**Placement by cell class**

Scale: 2 px per um. Fill, decap, tap and diode cells in grey.
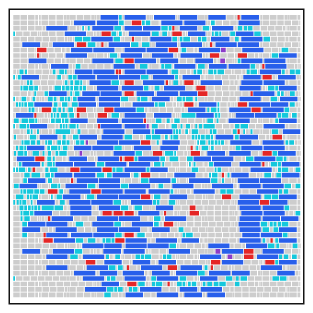
**Track usage over the die**

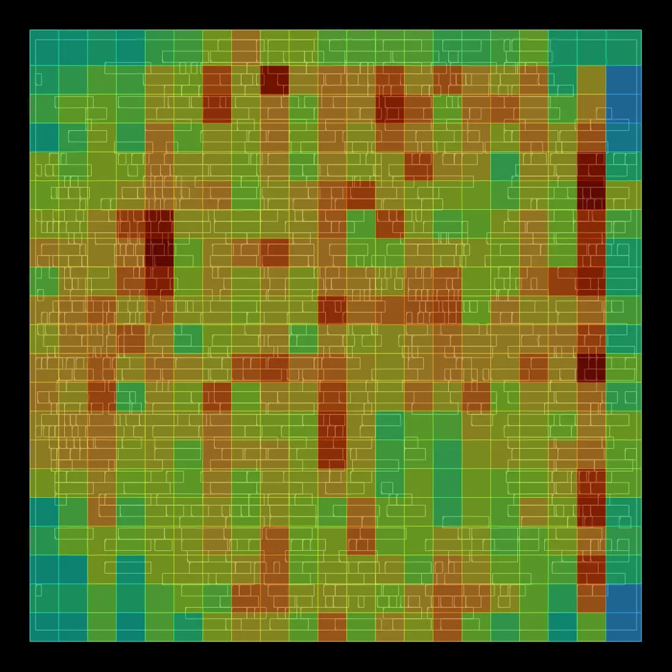
File: src/rtl/fetch_f_pkg.sv
// Shared constants, the fetch buffer entry type and small helpers for the fetch stage.
package fetch_f_pkg;

  localparam logic [31:0] NOP_INSTR        = 32'h0000_0013;
  localparam logic [31:0] RESET_PC_DEFAULT = 32'h0000_0000;

  typedef struct packed {
    logic [31:0] pc;
    logic [31:0] instr;
  } fetch_entry_t;

  function automatic logic [31:0] word_align(input logic [31:0] addr);
    return addr & 32'hFFFF_FFFC;
  endfunction

  // Circular-pointer increment for queues whose depth need not be a power of two.
  function automatic int wrap_inc(input int ptr, input int depth);
    return (ptr == depth - 1) ? 0 : ptr + 1;
  endfunction

endpackage

File: src/rtl/fetch_f_if.sv
// Instruction-memory read port: request/grant for addresses, in-order rvalid for data.
interface fetch_f_if;
  logic        imem_req;
  logic [31:0] imem_addr;
  logic        imem_gnt;
  logic        imem_rvalid;
  logic [31:0] imem_rdata;

  modport master (output imem_req, output imem_addr,
                  input  imem_gnt, input imem_rvalid, input imem_rdata);
  modport slave  (input  imem_req, input imem_addr,
                  output imem_gnt, output imem_rvalid, output imem_rdata);
endinterface

File: src/rtl/fetch_f_buffer.sv
// Small synchronous FIFO of fetched {pc, instr} pairs; flush dominates push and pop.
module fetch_f_buffer
  import fetch_f_pkg::*;
#(
  parameter int DEPTH = 2
) (
  input  logic                           clk,
  input  logic                           rst_n,
  input  logic                           i_push,
  input  fetch_entry_t                   i_data,
  input  logic                           i_pop,
  input  logic                           i_flush,
  output fetch_entry_t                   o_data,
  output logic [$clog2(DEPTH+1)-1:0]     o_count,
  output logic                           o_full,
  output logic                           o_empty
);

  localparam int CW = $clog2(DEPTH + 1);
  localparam int PW = (DEPTH > 1) ? $clog2(DEPTH) : 1;

  fetch_entry_t   r_mem [DEPTH];
  logic [PW-1:0]  r_wr_ptr;
  logic [PW-1:0]  r_rd_ptr;
  logic [CW-1:0]  r_count;
  logic           w_push;
  logic           w_pop;

  assign o_full  = (r_count == CW'(DEPTH));
  assign o_empty = (r_count == '0);
  assign o_count = r_count;
  assign o_data  = r_mem[r_rd_ptr];

  assign w_pop  = i_pop && !o_empty && !i_flush;
  assign w_push = i_push && (!o_full || w_pop) && !i_flush;

  // NOTE: sequential state uses non-blocking assignments so every register samples pre-edge values.
  always_ff @(posedge clk or negedge rst_n) begin
    if (!rst_n) begin
      r_wr_ptr <= '0;
      r_rd_ptr <= '0;
      r_count  <= '0;
    end else if (i_flush) begin
      r_wr_ptr <= '0;
      r_rd_ptr <= '0;
      r_count  <= '0;
    end else begin
      if (w_push) r_wr_ptr <= PW'(wrap_inc(int'(r_wr_ptr), DEPTH));
      if (w_pop)  r_rd_ptr <= PW'(wrap_inc(int'(r_rd_ptr), DEPTH));
      unique case ({w_push, w_pop})
        2'b10:   r_count <= r_count + CW'(1);
        2'b01:   r_count <= r_count - CW'(1);
        default: r_count <= r_count;
      endcase
    end
  end

  // NOTE: storage is not reset; the count and pointers alone decide which entries are meaningful.
  always_ff @(posedge clk) begin
    if (w_push) r_mem[r_wr_ptr] <= i_data;
  end

endmodule

File: src/rtl/fetch_f.sv
// Fetch stage: owns the PC, keeps at most BUF_DEPTH reads in flight or buffered,
// discards responses made stale by a redirect and drives the F/D pipeline register.
module fetch_f
  import fetch_f_pkg::*;
#(
  parameter logic [31:0] RESET_PC  = RESET_PC_DEFAULT,
  parameter int          BUF_DEPTH = 2
) (
  input  logic        clk,
  input  logic        rst_n,
  fetch_f_if.master   imem,
  input  logic        i_stall_f_d,
  input  logic        i_redirect,
  input  logic [31:0] i_redirect_pc,
  output logic [31:0] o_instr_d,
  output logic [31:0] o_pc_d,
  output logic        o_valid_d
);

  localparam int CW = $clog2(BUF_DEPTH + 1);
  localparam int PW = (BUF_DEPTH > 1) ? $clog2(BUF_DEPTH) : 1;

  logic [31:0]   r_pc;
  logic [CW-1:0] r_outstanding;
  logic [CW-1:0] r_drop;
  logic [31:0]   r_tag_mem [BUF_DEPTH];
  logic [PW-1:0] r_tag_wr;
  logic [PW-1:0] r_tag_rd;
  logic [31:0]   r_instr_d;
  logic [31:0]   r_pc_d;
  logic          r_valid_d;

  logic [CW-1:0] w_count;
  logic          w_full;
  logic          w_empty;
  fetch_entry_t  w_head;
  fetch_entry_t  w_rsp_entry;
  logic [CW:0]   w_occupancy;
  logic          w_req;
  logic          w_grant;
  logic          w_rsp_tracked;
  logic          w_rsp_keep;
  logic          w_advance;
  logic          w_pop;
  logic          w_bypass;
  logic          w_push;
  logic [CW-1:0] w_out_after_rsp;

  // Dropped-but-pending reads still occupy a slot, so they count against the request budget.
  assign w_occupancy = (CW+1)'(r_outstanding) + (CW+1)'(w_count);
  assign w_req       = rst_n && !i_redirect && (w_occupancy < (CW+1)'(BUF_DEPTH));
  assign w_grant     = w_req && imem.imem_gnt;

  assign imem.imem_req  = w_req;
  assign imem.imem_addr = r_pc;

  assign w_rsp_tracked   = imem.imem_rvalid && (r_outstanding != '0);
  assign w_out_after_rsp = r_outstanding - CW'(w_rsp_tracked);
  assign w_rsp_keep      = imem.imem_rvalid && (r_drop == '0) && !i_redirect;
  assign w_rsp_entry     = fetch_entry_t'{pc: r_tag_mem[r_tag_rd], instr: imem.imem_rdata};

  assign w_advance = !i_stall_f_d && !i_redirect;
  assign w_pop     = w_advance && !w_empty;
  assign w_bypass  = w_advance && w_empty && w_rsp_keep;
  assign w_push    = w_rsp_keep && !w_bypass;

  fetch_f_buffer #(.DEPTH(BUF_DEPTH)) u_buffer (
    .clk     (clk),
    .rst_n   (rst_n),
    .i_push  (w_push),
    .i_data  (w_rsp_entry),
    .i_pop   (w_pop),
    .i_flush (i_redirect),
    .o_data  (w_head),
    .o_count (w_count),
    .o_full  (w_full),
    .o_empty (w_empty)
  );

  always_ff @(posedge clk or negedge rst_n) begin
    if (!rst_n) begin
      r_pc          <= RESET_PC;
      r_outstanding <= '0;
      r_drop        <= '0;
      r_tag_wr      <= '0;
      r_tag_rd      <= '0;
    end else begin
      r_outstanding <= w_out_after_rsp + CW'(w_grant);
      if (w_grant)       r_tag_wr <= PW'(wrap_inc(int'(r_tag_wr), BUF_DEPTH));
      if (w_rsp_tracked) r_tag_rd <= PW'(wrap_inc(int'(r_tag_rd), BUF_DEPTH));

      if (i_redirect) begin
        r_pc   <= word_align(i_redirect_pc);
        r_drop <= w_out_after_rsp;
      end else begin
        if (w_grant) r_pc <= r_pc + 32'd4;
        if (w_rsp_tracked && (r_drop != '0)) r_drop <= r_drop - CW'(1);
      end
    end
  end

  always_ff @(posedge clk) begin
    if (w_grant) r_tag_mem[r_tag_wr] <= r_pc;
  end

  always_ff @(posedge clk or negedge rst_n) begin
    if (!rst_n) begin
      r_instr_d <= NOP_INSTR;
      r_pc_d    <= '0;
      r_valid_d <= 1'b0;
    end else if (i_redirect) begin
      r_instr_d <= NOP_INSTR;
      r_pc_d    <= '0;
      r_valid_d <= 1'b0;
    end else if (!i_stall_f_d) begin
      if (w_pop) begin
        r_instr_d <= w_head.instr;
        r_pc_d    <= w_head.pc;
        r_valid_d <= 1'b1;
      end else if (w_bypass) begin
        r_instr_d <= w_rsp_entry.instr;
        r_pc_d    <= w_rsp_entry.pc;
        r_valid_d <= 1'b1;
      end else begin
        r_instr_d <= NOP_INSTR;
        r_pc_d    <= '0;
        r_valid_d <= 1'b0;
      end
    end
  end

  assign o_instr_d = r_instr_d;
  assign o_pc_d    = r_pc_d;
  assign o_valid_d = r_valid_d;

  // The request budget makes a push into a full, non-draining buffer unreachable.
  a_no_overflow: assert property (@(posedge clk) disable iff (!rst_n) !(w_push && w_full && !w_pop));

endmodule

File: src/flat_wrapper.sv
// flat-port wrapper written by rule: the top's interface ports become plain ports
module fetch_f_flat import fetch_f_pkg::*;
#(
  parameter logic [31:0] RESET_PC  = RESET_PC_DEFAULT,
  parameter int          BUF_DEPTH = 2
)
  (clk, rst_n, i_stall_f_d, i_redirect, i_redirect_pc, o_instr_d, o_pc_d, o_valid_d, imem_imem_req, imem_imem_addr, imem_imem_gnt, imem_imem_rvalid, imem_imem_rdata);
  fetch_f_if imem_i ();
  input  logic clk;
  input  logic rst_n;
  input  logic i_stall_f_d;
  input  logic i_redirect;
  input  logic [31:0] i_redirect_pc;
  output logic [31:0] o_instr_d;
  output logic [31:0] o_pc_d;
  output logic o_valid_d;
  output wire logic [$bits(imem_i.imem_req)-1:0] imem_imem_req;
  output wire logic [$bits(imem_i.imem_addr)-1:0] imem_imem_addr;
  input wire logic [$bits(imem_i.imem_gnt)-1:0] imem_imem_gnt;
  input wire logic [$bits(imem_i.imem_rvalid)-1:0] imem_imem_rvalid;
  input wire logic [$bits(imem_i.imem_rdata)-1:0] imem_imem_rdata;
  assign imem_imem_req = imem_i.imem_req;
  assign imem_imem_addr = imem_i.imem_addr;
  assign imem_i.imem_gnt = imem_imem_gnt;
  assign imem_i.imem_rvalid = imem_imem_rvalid;
  assign imem_i.imem_rdata = imem_imem_rdata;
  fetch_f #(.RESET_PC(RESET_PC), .BUF_DEPTH(BUF_DEPTH)) u_core (.clk(clk), .rst_n(rst_n), .imem(imem_i), .i_stall_f_d(i_stall_f_d), .i_redirect(i_redirect), .i_redirect_pc(i_redirect_pc), .o_instr_d(o_instr_d), .o_pc_d(o_pc_d), .o_valid_d(o_valid_d));
endmodule
File: config.mk
export PLATFORM = sky130hd
export DESIGN_NAME = fetch_f_flat
export DESIGN_NICKNAME = d
export VERILOG_FILES = /design/src/rtl/fetch_f_pkg.sv /design/src/rtl/fetch_f_if.sv /design/src/rtl/fetch_f_buffer.sv /design/src/rtl/fetch_f.sv /design/src/flat_wrapper.sv
export SDC_FILE = /design/constraint.sdc
export NUM_CORES = 1
export LEC_CHECK = 0
export CORE_UTILIZATION = 55
export CTS_BUF_LIST = sky130_fd_sc_hd__clkbuf_8
export DETAILED_ROUTE_END_ITERATION = 16
export DONT_BUFFER_PORTS = 1
export GPL_ROUTABILITY_DRIVEN = 0
export PLACE_DENSITY = 0.73
export RECOVER_POWER = 100
export SYNTH_ARGS = -nofsm -noshare
export SYNTH_HDL_FRONTEND = slang
export SYNTH_SLANG_ARGS = --single-unit
File: constraint.sdc
create_clock -name clk -period 5.6 [get_ports clk]
set_input_delay 1.12 -clock clk [delete_from_list [all_inputs] [get_ports clk]]
set_output_delay 1.12 -clock clk [all_outputs]
set_load 0.005 [all_outputs]
==> ci_impl_report.md <==
## Implementation flow summary

| Metric | Value |
|---|---|
| Mux area share | under 10% |
| Buffering overhead | 0.3404% |
| Maximum clock rate | 0.2317 GHz |
| Setup WS pre-CTS | 2.231 ns |
| Met1 Resource Use GR | 30.39% |
| Distinct lib cells | 61 |
| Dpl cells | 1014 |
| Met3 wire length | 2205 um |
| Port Buffers | 0 |
| Switch Pwr | 1218 uW |
| Failing checks | max-capacitance violations, max-slew violations |
| Register area share after synthesis | 70.80% |
| FF-to-FF setup slack | around 1.3 ns |
| Post-Syn Area | around 0.011 mm^2 |
| Complex Gates by Area | 10.69% |
| Final Hold Fails | 0 |
| Post-Place Cell Area | 0.01171 mm^2 |
| Most frequent cells in the layout | 184 x edfxtp_1, 101 x dfrtp_1, 70 x o21ai_0 |
| Syn_area_per_cell | 14.69 um^2 |
| Slew Limit Fails | 209 |
| Init Core Util | 56.40% |
| Final Net Count | around 870 |
| Most used flip-flop cell | edfxtp_1 |
| Post-synth EDFFs | around 180 |
| # clock sinks | 288 |
| CTS max path bufs | 3 |
| CTS HTree Levels | 2 |
| XOR Share, Synth | less than 1% |
| Relative slew margins | -141.7% |
| CP endpoint | u_core.imem.imem_addr[28] |
| Pwr top | sequential cells |
| Gate power share | 10.9% |
| YS chip area | between 0.01 and 0.015 mm^2 |
| Critical path launch point type | register |
| Crit path launch | u_core.u_buffer.o_count[0] |
| Tool warnings | 30 |
| Synth area leader | edfxtp_1 |
| Tap Count | 270 |
| Pin count of the biggest net entering global routing | 107 |
| Std-Cell Rows | 52 |
| RSZ-0062 raised after global routing | false |
| Cell count along the critical path | 8 |
| Die footprint | 0.02146 mm^2 |
| Worst path cell trace | and2_1, fa_1, nor4b_1, nand2_1, inv_2, nand3_2, or4_1, nand3_1 |
| Sw Share | about 26% |
| Number of diodes | 0 |
| CTS tree | built |
| Gate Count Post-Synth | 782 |
| CTS Root Cell | clkbuf_8 |
| Top cells by count, synth | 184 x edfxtp_1, 101 x dfrtp_1, 70 x o21ai_0 |
| Reg area | 0.008132 mm^2 |
| Routed wire length | 24180 um |
| Detail Route Antenna Nets | 0 |
| Worst r2r dst | u_core.imem.imem_addr[28] |
| Number of logic gates | 436 |
| Most frequent logic cell in the layout | edfxtp_1 |
| Die Wd | ~150 um |
| Max Cap Viol | 6 |
| GRT Residual Overflow | 0 |
| Initial antenna violation count | 0 |
| Worst EP required | 6.07 ns |
| CP Max Fanout | 23 |
| Clock input transition at the sequential cells of the worst setup and hold paths | 0.06 ns |
| Top logic family | AND-OR/OR-AND gates |
| Sequential power | 2620 uW |
| WP buf/inv | 1 |
| Met1 wire length | 10080 um |
| Via-to-Cell Ratio | 6.177 |
| Met2 WL post-DR | 11450 um |
| Post-CTS setup buffer count | 0 |
| Slowest cell on crit path | nor4b_1 |
| Grt met2 use | a little over a third |
| PD cells | approximately 380 mW/mm^2 |
| Dominant cells by area after synthesis | edfxtp_1 48%, dfrtp_1 22%, mux2i_1 5.5% |
| Cell Int Power | 3520 uW |
| R2R depth | 8 |
| Clk_skew | about 0.014 ns |
| DP Wirelength | 14760 um |
| Fraction of area in multi-input gates | 24.80% |
| # hold bufs at CTS | 0 |
| First-pass GRT wire length | around 38000 um |
| Status | finished, violations left |
| Layout clock area frac | under 10% |
| CP delay by family, top | simple AND/OR/NAND/NOR gates |
| I/O pin count | roughly 170 |
| CP peak stage delay | roughly 1.0 ns |
| CP endpoint kind | register |
| Final Power | between 4000 and 5000 uW |
| Top routing layer in use | met4 |
-- 'placement by cell class' (at the start) --
- other buffers and delay cells: purple (cells 7; share of their area 0.35%)
- clock drivers and dummy loads: red (cells 82; share of their area 6.9%)
- flops: blue (cells 288; share of their area 67%)
- combinational and other logic: cyan (cells 449; share of their area 26%)

-- 'track usage over the die' (at the start) --
most used routing layer: met2
met3 usage in global routing: 6.750%
post-layout util: 61.36%

-- state kept, by name, indices dropped and copies added (netlist names) --
signal	count
u_core.imem.imem_addr	30
u_core.o_instr_d	32
u_core.o_pc_d	31
u_core.o_valid_d	1
u_core.r_drop	2
u_core.r_outstanding	2
u_core.r_tag_mem	60
u_core.r_tag_rd	1
u_core.r_tag_wr	1
u_core.u_buffer.o_count	2
u_core.u_buffer.r_mem	124
u_core.u_buffer.r_rd_ptr	1
u_core.u_buffer.r_wr_ptr	1
-- worst reg2reg max path, stage by stage (launching register included) --
cell and delay [ns]:
dfrtp_1 0.51, and2_1 0.19, fa_1 0.45, nor4b_1 1.00
nand2_1 0.79, inv_2 0.49, nand3_2 0.22, or4_1 0.51
nand3_1 0.09
Power and IR drop assume default switching activity.
